**src/rtl/scandoubler_vidin.sv**
```systemverilog
// scandoubler_vidin: write-side feeder for the scandoubler SDRAM framebuffer.
// Packs the qualified pixel stream into 8-word bursts held in a two-entry
// ping-pong buffer and offers them on the vidin_* burst-write handshake.
//
// Handshake: vidin_req rises when an entry is full and stays high until the
// 8th vidin_ack; each ack sampled high advances one word, and vidin_d/vidin_x
// present that word on the cycle after the ack. Acks seen with req low are
// ignored.
//
// Optional feature: define SCANDOUBLER_VIDIN_FLUSH_EN to pad a partially
// filled entry with zeros on an hs/vs rising edge and drain it; otherwise a
// partial entry is discarded at sync.
module scandoubler_vidin #(
  parameter int XW = 11
) (
  input  logic          clk_96,
  input  logic          reset,
  input  logic          pix_ce,
  input  logic [15:0]   pix_d,
  input  logic          hs,
  input  logic          vs,
  output logic          vidin_req,
  output logic [1:0]    vidin_frame,
  output logic [XW-1:0] vidin_x,
  output logic [XW-1:0] vidin_y,
  output logic [15:0]   vidin_d,
  input  logic          vidin_ack,
  output logic          overflow
);

  typedef enum logic {S_IDLE, S_BURST} state_t;

  state_t        state;
  logic [2:0]    ptr;

  logic          hs_d, vs_d;
  logic          hs_rise, vs_rise;
  logic [XW-1:0] wx, wy;
  logic [1:0]    frame;

  logic [15:0]   mem [0:15];
  logic [1:0]    full;
  logic          fill_sel, drain_sel;
  logic [XW-1:0] hdr_x [0:1];
  logic [XW-1:0] hdr_y [0:1];
  logic [1:0]    hdr_f [0:1];

  logic [2:0]    idx;
  logic          pix_store;
  logic          fill_done;
  logic          release_burst;
  logic [1:0]    full_set, full_clr;

  assign hs_rise   = hs & ~hs_d;
  assign vs_rise   = vs & ~vs_d;
  assign idx       = wx[2:0];
  assign pix_store = pix_ce & ~full[fill_sel];

`ifdef SCANDOUBLER_VIDIN_FLUSH_EN
  logic flush;
  // A sync edge closes a partial entry early, as long as there is room for it.
  assign flush     = (hs_rise | vs_rise) & (idx != 3'd0) & ~full[fill_sel];
  assign fill_done = (pix_store & (idx == 3'd7)) | flush;
`else
  assign fill_done = pix_store & (idx == 3'd7);
`endif

  assign release_burst = (state == S_BURST) & vidin_ack & (ptr == 3'd7);
  assign full_set      = fill_done     ? (fill_sel  ? 2'b10 : 2'b01) : 2'b00;
  assign full_clr      = release_burst ? (drain_sel ? 2'b10 : 2'b01) : 2'b00;

  // One-cycle registered copies of the sync inputs for edge detection.
  always_ff @(posedge clk_96) begin
    if (reset) begin
      hs_d <= 1'b0;
      vs_d <= 1'b0;
    end else begin
      hs_d <= hs;
      vs_d <= vs;
    end
  end

  // Input geometry counters; dropped pixels still advance x.
  always_ff @(posedge clk_96) begin
    if (reset) begin
      wx    <= '0;
      wy    <= '0;
      frame <= 2'd0;
    end else begin
      if (pix_ce)
        wx <= wx + 1'b1;
      if (hs_rise) begin
        wx <= '0;
        wy <= wy + 1'b1;
      end
      if (vs_rise) begin
        wx    <= '0;
        wy    <= '0;
        frame <= frame + 2'd1;
      end
    end
  end

  // Pixel storage into the fill entry (zero padding on an early close).
  always_ff @(posedge clk_96) begin
    if (!reset) begin
      if (pix_store)
        mem[{fill_sel, idx}] <= pix_d;
`ifdef SCANDOUBLER_VIDIN_FLUSH_EN
      if (flush) begin
        for (int i = 0; i < 8; i++) begin
          if (3'(i) >= idx)
            mem[{fill_sel, 3'(i)}] <= 16'h0000;
        end
      end
`endif
    end
  end

  // Entry headers, fill pointer swap and the sticky overflow flag.
  always_ff @(posedge clk_96) begin
    if (reset) begin
      fill_sel <= 1'b0;
      overflow <= 1'b0;
    end else begin
      if (pix_ce && full[fill_sel])
        overflow <= 1'b1;
      if (fill_done) begin
        fill_sel        <= ~fill_sel;
        hdr_x[fill_sel] <= {wx[XW-1:3], 3'b000};
        hdr_y[fill_sel] <= wy;
        hdr_f[fill_sel] <= frame;
      end
    end
  end

  // Entry full flags: set by the filler, cleared by the drain on the 8th ack.
  always_ff @(posedge clk_96) begin
    if (reset)
      full <= 2'b00;
    else
      full <= (full & ~full_clr) | full_set;
  end

  // Read FSM: offer the drain entry and step one word per ack.
  always_ff @(posedge clk_96) begin
    if (reset) begin
      state       <= S_IDLE;
      ptr         <= 3'd0;
      drain_sel   <= 1'b0;
      vidin_req   <= 1'b0;
      vidin_d     <= 16'h0000;
      vidin_x     <= '0;
      vidin_y     <= '0;
      vidin_frame <= 2'd0;
    end else begin
      case (state)
        S_IDLE: begin
          if (full[drain_sel]) begin
            vidin_req   <= 1'b1;
            vidin_x     <= hdr_x[drain_sel];
            vidin_y     <= hdr_y[drain_sel];
            vidin_frame <= hdr_f[drain_sel];
            ptr         <= 3'd0;
            state       <= S_BURST;
          end
        end
        S_BURST: begin
          if (vidin_ack) begin
            vidin_d <= mem[{drain_sel, ptr}];
            vidin_x <= hdr_x[drain_sel] + XW'(ptr);
            ptr     <= ptr + 3'd1;
            if (ptr == 3'd7) begin
              vidin_req <= 1'b0;
              drain_sel <= ~drain_sel;
              state     <= S_IDLE;
            end
          end
        end
        default: state <= S_IDLE;
      endcase
    end
  end

endmodule

```
**config.mk**
```make
export PLATFORM = sky130hd
export DESIGN_NAME = scandoubler_vidin
export DESIGN_NICKNAME = d
export VERILOG_FILES = /design/src/rtl/scandoubler_vidin.sv
export SDC_FILE = /design/constraint.sdc
export NUM_CORES = 1
export LEC_CHECK = 0
export CORE_ASPECT_RATIO = 1.25
export CORE_MARGIN = 5
export CORE_UTILIZATION = 50
export DETAILED_ROUTE_END_ITERATION = 10
export GPL_ROUTABILITY_DRIVEN = 1
export PLACE_DENSITY_LB_ADDON = 0.25
export SYNTH_ARGS = -nofsm -noshare
export SYNTH_HDL_FRONTEND = slang
export SYNTH_SLANG_ARGS = --single-unit
```
**constraint.sdc**
```tcl
create_clock -name clk_96 -period 5.7 [get_ports clk_96]
set_input_delay 1.71 -clock clk_96 [delete_from_list [all_inputs] [get_ports clk_96]]
set_output_delay 1.71 -clock clk_96 [all_outputs]
set_load 0.1 [all_outputs]
```
### Sizing map

(1.5 px per um)
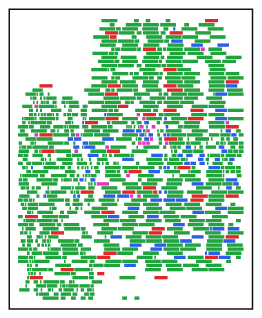
- red: _6 and larger (cells 46; share 5.0%)
- magenta: _3 and _4 cells (cells 21; share 2.3%)
- green: _0 and _1 cells (cells 767; share 83%)
- blue: _2 cells (cells 86; share 9.3%)
Signal buffers: 78
design area: 16,500 um2
final worst slack: 1.86 ns
Area Growth Syn to Fin: 15.6%

### Wire density map

(2 px per um) 32 x 40 tiles, from dark purple (low) to yellow (high), scaled to the fullest tile. Values are wire area over tile area, all layers added.
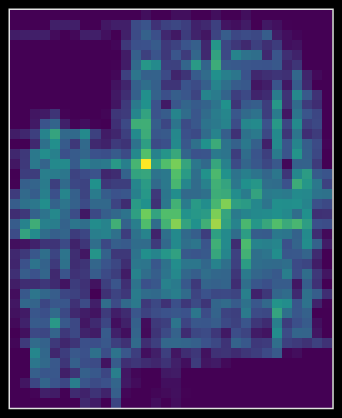
- densest ninth of the die: center
- emptiest ninth of the die: north-west
- mean over tiles: 0.15
WL/cell: 23.2 um
WL final: 29.5 mm
gr usage total: 0.188

==> flow_summary.json <==
{
  "whs_path_depth": 0,
  "synth_flop_count": 375,
  "hold_buffers": 0,
  "busiest_layer": "met2",
  "comb_area_share": 0.216,
  "regToRegSetupSlack_ns": 2.72,
  "vias_per_cell": 5.70,
  "maxSlewHeadroom": 0.162,
  "cts_tree": "built",
  "pg_clk_mw": 2.44,
  "top_logic_kind": "multiplexers",
  "biggestCellCategory": "sequential cells",
  "layout.nonclk_buf_frac": 0.0448,
  "largestPowerGroup": "registers",
  "powerComb_mw": 0.0868,
  "worst_pin_slew_ns": 1.25,
  "clock_buffers": 52,
  "crit_fanout": 16,
  "grt_pass1_wl_mm": 44.9,
  "numCtsBuffers": 38,
  "cts-root-buf": "clkbuf_16",
  "grt_pass1_vias": 7370,
  "p_leak_nw": 5.17,
  "power_mw": 5.49,
  "clkCellAreaFrac": 0.0749,
  "synth_top_area_share": 0.627,
  "flop-count": 375,
  "cpMaxStageDelayCell": "nor2_2",
  "ys_warn_count": 0,
  "wl_met3_mm": 1.61,
  "rsz0062_at_grt": "no",
  "worstPathCellList": "clkdlybuf4s50_1, nor3b_1, nand2_1, nor2_2",
  "pwr-share-seq": 0.539,
  "die_w_um": 161,
  "die_h_um": 199,
  "largest_register_ffs": 256,
  "core_um2": 28300,
  "crit_type": "in2reg",
  "synth-async-reset-ratio": 0,
  "diodes": 0,
  "seq_share": 0.636,
  "simple_gate_area_frac": 0.0482,
  "clock.latency.late_pin_ns": 0.53,
  "lay_top_cells": "edfxtp_1, dfxtp_1, clkdlybuf4s50_1",
  "path_depth": 4,
  "ff_type": "edfxtp_1",
  "switchingPower_mw": 1.08,
  "place.gp.congestion": 0.870,
  "antenna_found_initial": 0,
  "maxSlewViolCount": 0,
  "endpoint_kind": "flip-flop",
  "wl_met1_mm": 12.0,
  "path_clk_slew_ns": 0.06,
  "timing.fmax_ghz": 0.261,
  "r2r_start": "fill_sel$_SDFFE_PP0N_",
  "drc": 0,
  "yosysTopAreaCell": "edfxtp_1",
  "grt.met1_usage": 0.243,
  "p_clk_frac": 0.445,
  "timing.setup.tns_ns": 0,
  "status": "complete, no violations",
  "whs_ns": 0.478,
  "gr-total-overflow": 0,
  "h-tree-depth": 2,
  "swShare": 0.196,
  "path_buffers": 1,
  "required_ns": 5.85,
  "fillerInstances": 2147,
  "cp-startpoint": "pix_ce",
  "syn-cell-area_um2": 14300,
  "whs_endpoint": "hdr_f[0][1]$_DFFE_PP_",
  "ys_sh_adder": 0.00877,
  "worst_path_largest_cell_delay_ns": 0.78,
  "cp-start-kind": "primary input",
  "worst_ep_arrival_time_ns": 3.99,
  "synth_cell_types": 44,
  "hp-start": "frame[1]$_SDFFE_PP0P_",
  "cts_sinks": 375,
  "dp_hpwl_mm": 18.5,
  "num-multi-input-gates": 392,
  "regArea_um2": 10500,
  "synthAoiAreaFrac": 0.0448,
  "comb_area_um2": 3550,
  "fp_util": 0.504,
  "utilization": 0.582,
  "xor_share": 0.0110,
  "p_int_mw": 4.42,
  "final_nets": 923,
  "powerDensity_nw_per_um2": 333,
  "syn_nets": 849,
  "grt_use_met2": 0.321
}
Power and IR drop assume default switching activity.
